$ cat src/rtl/link_receiver.sv
// link_receiver: credit-based channel receiver with FIFO, framing check and packet counter
module link_receiver #(
  parameter int DATA_WIDTH = 32,
  parameter int DEPTH      = 4,
  parameter int CNT_WIDTH  = 16
) (
  input  logic                  clk,
  input  logic                  rst,
  input  logic [1:0]            diff_pair_in,
  input  logic [DATA_WIDTH-1:0] channel_in,
  output logic                  credit_out,
  output logic [DATA_WIDTH-1:0] flit_out,
  output logic                  flit_valid,
  input  logic                  flit_ready,
  output logic [CNT_WIDTH-1:0]  pkt_count,
  output logic                  err_line,
  output logic                  err_overflow,
  output logic                  err_frame,
  input  logic                  err_clear
);
  localparam int AW = $clog2(DEPTH);
  typedef enum logic {IDLE, PKT} state_t;
  state_t state, next_state;
  logic [DATA_WIDTH-1:0] mem [DEPTH];
  logic [AW-1:0] wr_ptr, rd_ptr;
  logic [AW:0] count;
  logic [1:0] ty;
  logic pop, push_req, accept, line_err, frame_err, pkt_inc;
  assign flit_valid = count != '0;
  assign flit_out   = flit_valid ? mem[rd_ptr] : '0;
  assign pop        = flit_valid & flit_ready;
  assign push_req   = diff_pair_in == 2'b10;
  assign line_err   = diff_pair_in[1] == diff_pair_in[0];
  assign accept     = push_req & ((count != (AW+1)'(DEPTH)) | pop);
  assign ty         = channel_in[DATA_WIDTH-1 -: 2];
  // framing decode: type bit 0 marks a packet start, bit 1 marks a packet end
  always_comb begin
    next_state = state;
    frame_err  = 1'b0;
    pkt_inc    = 1'b0;
    if (accept) begin
      frame_err  = (state == IDLE) ? ~ty[0] : ty[0];
      pkt_inc    = (state == IDLE) ? (ty == 2'b11) : ty[1];
      next_state = (state == IDLE) ? ((ty == 2'b01) ? PKT : IDLE) : (ty[1] ? IDLE : PKT);
    end
  end
  // FIFO storage; contents need no reset since occupancy gates visibility
  always_ff @(posedge clk) begin
    if (accept) mem[wr_ptr] <= channel_in;
  end
  // pointers, occupancy, credit return, packet count, sticky errors and FSM state
  always_ff @(posedge clk or posedge rst) begin
    if (rst) begin
      state        <= IDLE;
      wr_ptr       <= '0;
      rd_ptr       <= '0;
      count        <= '0;
      credit_out   <= 1'b0;
      pkt_count    <= '0;
      err_line     <= 1'b0;
      err_overflow <= 1'b0;
      err_frame    <= 1'b0;
    end else begin
      state        <= next_state;
      wr_ptr       <= accept ? wr_ptr + AW'(1) : wr_ptr;
      rd_ptr       <= pop ? rd_ptr + AW'(1) : rd_ptr;
      count        <= count + {{AW{1'b0}}, accept} - {{AW{1'b0}}, pop};
      credit_out   <= pop;
      pkt_count    <= pkt_count + CNT_WIDTH'(pkt_inc);
      err_line     <= (err_line & ~err_clear) | line_err;
      err_overflow <= (err_overflow & ~err_clear) | (push_req & ~accept);
      err_frame    <= (err_frame & ~err_clear) | frame_err;
    end
  end
endmodule

$ cat config.mk
export PLATFORM = sky130hd
export DESIGN_NAME = link_receiver
export DESIGN_NICKNAME = d
export VERILOG_FILES = /design/src/rtl/link_receiver.sv
export SDC_FILE = /design/constraint.sdc
export NUM_CORES = 1
export LEC_CHECK = 0
export ABC_AREA = 0
export CORE_MARGIN = 3
export CORE_UTILIZATION = 35
export DETAILED_ROUTE_END_ITERATION = 16
export GPL_TIMING_DRIVEN = 0
export HOLD_SLACK_MARGIN = 0.1
export SYNTH_ARGS = -nofsm -noshare
export SYNTH_HDL_FRONTEND = slang
export SYNTH_SLANG_ARGS = --single-unit
$ cat constraint.sdc
create_clock -name clk -period 3.2 [get_ports clk]
set_clock_uncertainty 0.05 [all_clocks]
set_input_delay 0.48 -clock clk [delete_from_list [all_inputs] [get_ports clk]]
set_output_delay 0.48 -clock clk [all_outputs]
set_load 0.02 [all_outputs]
Fig. 1: ports around the boundary
The bar under the picture is 50 µm long. Pins as bars across the die edge, other pins in grey.
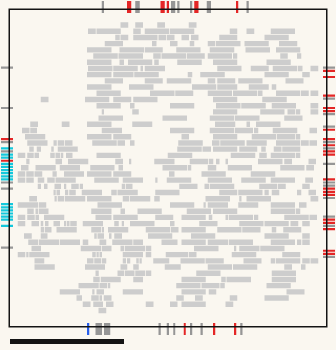
legend:
  err_line:
    colour: blue
    pins: 1
    direction: output
    edge: south
  flit_out:
    colour: red
    pins: 32
    direction: output
    edge: 19 east, 8 north, 3 south, 2 west
  pkt_count:
    colour: cyan
    pins: 16
    direction: output
    edge: west
all pins by edge: 32 east, 25 west, 18 north, 16 south
die height: 139 µm
die width: 139 µm

Fig. 2: wire density map
28 x 28 tiles, from white (low) to dark blue (high), scaled to the fullest tile. Values are wire area over tile area, all layers added.
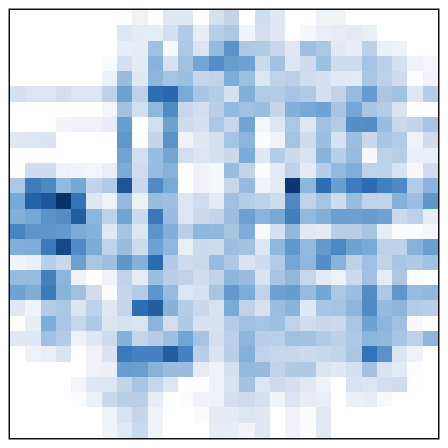
nearly empty tiles: 19%
mean over tiles: 0.097
tiles over half the peak: 13%
emptiest ninth of the die: north-west
fullest tile: 0.39

Fig. 3: the clock network
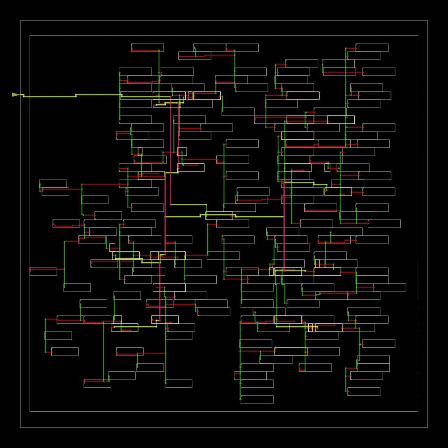
clk_lat worst skew: 0.41 ns
clk sinks: 156

Fig. 4: logic cells by family
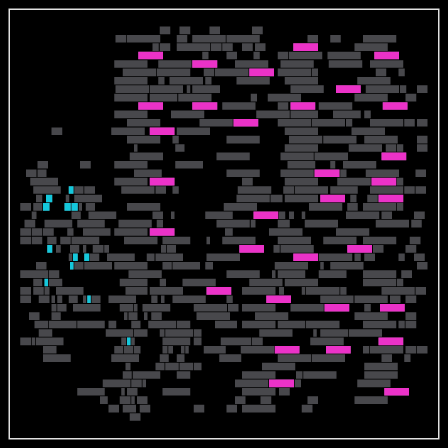
legend:
  multiplexers:
    colour: magenta
    cells: 32
    most_used: mux4_2
  NOR gates:
    colour: cyan
    cells: 12
    where: west

Fig. 5: zoomed window
The bar under the picture is 5 µm long. Region (59, 87) to (79, 107) µm. Cells in grey, sequential cells in the stronger grey; small squares are vias.
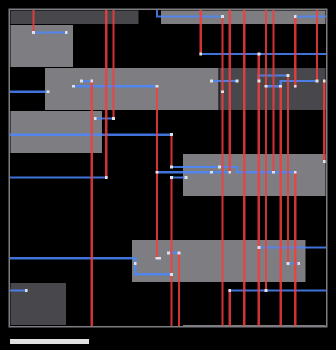
legend:
  met2:
    colour: red
  met1:
    colour: blue
cells with their middle in the window: 5
sequential cells in the window: 4
netlist names of flops here include: mem (4)
most frequent: edfxtp_1 (4), mux4_2 (1)

==> reports/summary.txt <==
Core Region - 16900 µm²
Compound-Gate Fraction of Synth Area - 0.753%
GRT overflow - 0
Buf/Inv on CP - 3
hold buffers post-CTS - 0
routed wl met2 - 6010 µm
WP depth - 5
bufs w/o clock - 107
Final Hold Fails - 0
Post-CTS Setup Inserts - 0
yosys simple share - 6.37%
Synth mux share - 11.7%
fin area - 8040 µm²
Largest regs - mem (128), pkt_count (16), count (3)
ys cells - 317
hold path cells - 1
setup total negative slack - 0 ns
# clk buffers - 18
Largest register FFs - 128
Crit path max-delay family - buffers and inverters
Biggest Area Class - sequential cells
Inverters - 12
setup ws final - 0.224 ns
cell area after synthesis - 6140 µm²
CTS max path bufs - 2
CP max-delay cell - clkdlybuf4s50_1
Num CTS Buffers - 17
antenna violations before repair - 0
hold slack - 0.419 ns
Syn Nets - 366
via count - 3144
antenna viol nets, final - 0
pin count of the biggest net entering global routing - 32
top logic cells by instance count in the layout - edfxtp_1, clkdlybuf4s50_1, and2_1
gr busiest metal - met2
yosys adder share - 2.36%
CTS tree - done
post-placement cell count - 631
WHS Endpoint - pkt_count[15]
Worst VDD drop - 0.416 mV
layout cells sized above 1 - 17.4%
register area - 4540 µm²
fp_density - 36.4%
routed length per instance - 17.8 µm
P_leak - 2.85 nW
Post-DP Area - 7410 µm²
Dominant comb cell - multiplexers
worst r2r path cells - 9
MaxCap Viol Count - 0
Max-slew headroom - 26.7%
R2R Path End - count[2]
GRT Total Usage - 12.8%
clock-pin slew on the worst setup and hold paths - 0.06 ns
crit path to - flit_out[30]
crit path launch - rd_ptr[1]
fin. max-slew vios - 0
P&R area growth vs syn - 30.9%
die area - 19200 µm²
worst-path cell chain - clkbuf_1 > buf_2 > mux4_2 > and2_1 > clkdlybuf4s50_1
Top Metal Used - met4
tool warning count - 30
Synth Warn # - 0
DRT Pass-1 Iters - 6
placed wire-length estimate - 7540 µm
max frequency - 336 MHz
RD Place Congestion - 0.724
met3 WL - 737 µm
Distinct cells, synth - 31
Tcrit/Tclk final - 93.0%
Main synth FF type - edfxtp_1
RSZ-0062 raised after global routing - no
fraction of area in multi-input gates - 18.5%
CP required - 2.67 ns
GRT met2 Usage - 21.1%
Largest stage delay, worst path - 0.56 ns
DRT Wirelength - 11800 µm
Synth Seq Share - 74.0%
CTS resizes - 0
tap cells - 220
#MultiIn Comb - 136
EDFF count, synth - 128
critical path class - flop to output port
Synth Instances - 317
Reg-to-Reg Start - count[0]
Final Util - 47.6%
Seq area share - 56.5%
Max Fanout on Critical Path - 10
post-synthesis xor/xnor area fraction - 2.85%
Combinational Area - 1480 µm²
final std cells w/o fill - 663
M3 GR Usage - 4.66%
antenna cells - 0
number of global-route vias before repair - 3386
r2r setup slk - 0.61 ns
IO buf count - 90
post-synthesis chip area from yosys - 6140 µm²
Worst-Margin Slew - 1.10 ns
CP endpoint kind - output port
seq_cells - 156
# nets final - 479
Tmin final - 2.98 ns
Pwr Density - 891 nW/µm²
Reg with most FFs - mem
met1 usage - 15.7%
Worst Hold Class - flop to flop
H-tree Lvls - 4
Avg Synthesized Cell Area - 19.4 µm²
Final Setup Violations - 0
Synth Register Bits - 156
fillers - 1386
Top cell excl fill/tap - edfxtp_1
Ports - 91
crit path DAT - 2.45 ns
drc violations - 0
status - completed
vias per cell - 4.74
met1 wire length - 4920 µm
first-pass GRT wire length - 18800 µm
Clock buf/inv share - 7.81%
Iteration-0 DRC Markers - 170
total power - 0.00717 W
ys async rst share - 17.9%
min-delay src - pkt_count[15]
pre-CTS WS - 0.150 ns
nature of the critical path startpoint - flop
non-clk buf share - 13.2%
Root Driver - clkbuf_16
Rows - 47
## report_power, final
part           total [W]  switching (W)  internal (W)  leakage (nW)
clock network    0.00212       0.000752       0.00137         0.300
logic            0.00249        0.00121       0.00128          1.04
registers        0.00255      0.0000924       0.00246          1.51
total            0.00717        0.00206       0.00511          2.85
## synth_stat cells, drive strengths merged (2+ instances only)
cell / instances / share of area, %
buf: 8 / 0.94
nand4: 3 / 0.41
nand2: 4 / 0.24
clkbuf: 5 / 0.31
mux4: 32 / 12
nor4: 4 / 0.41
dfrtp: 28 / 11
o21ai: 2 / 0.16
xnor2: 9 / 1.3
and3: 4 / 0.41
inv: 12 / 0.73
edfxtp: 128 / 63
nand3: 7 / 0.57
nor2: 4 / 0.24
nor3: 4 / 0.33
and2: 34 / 3.5
xor2: 11 / 1.6
ha: 10 / 2.0
No activity file was given, so power comes from the tool's default toggle rates.
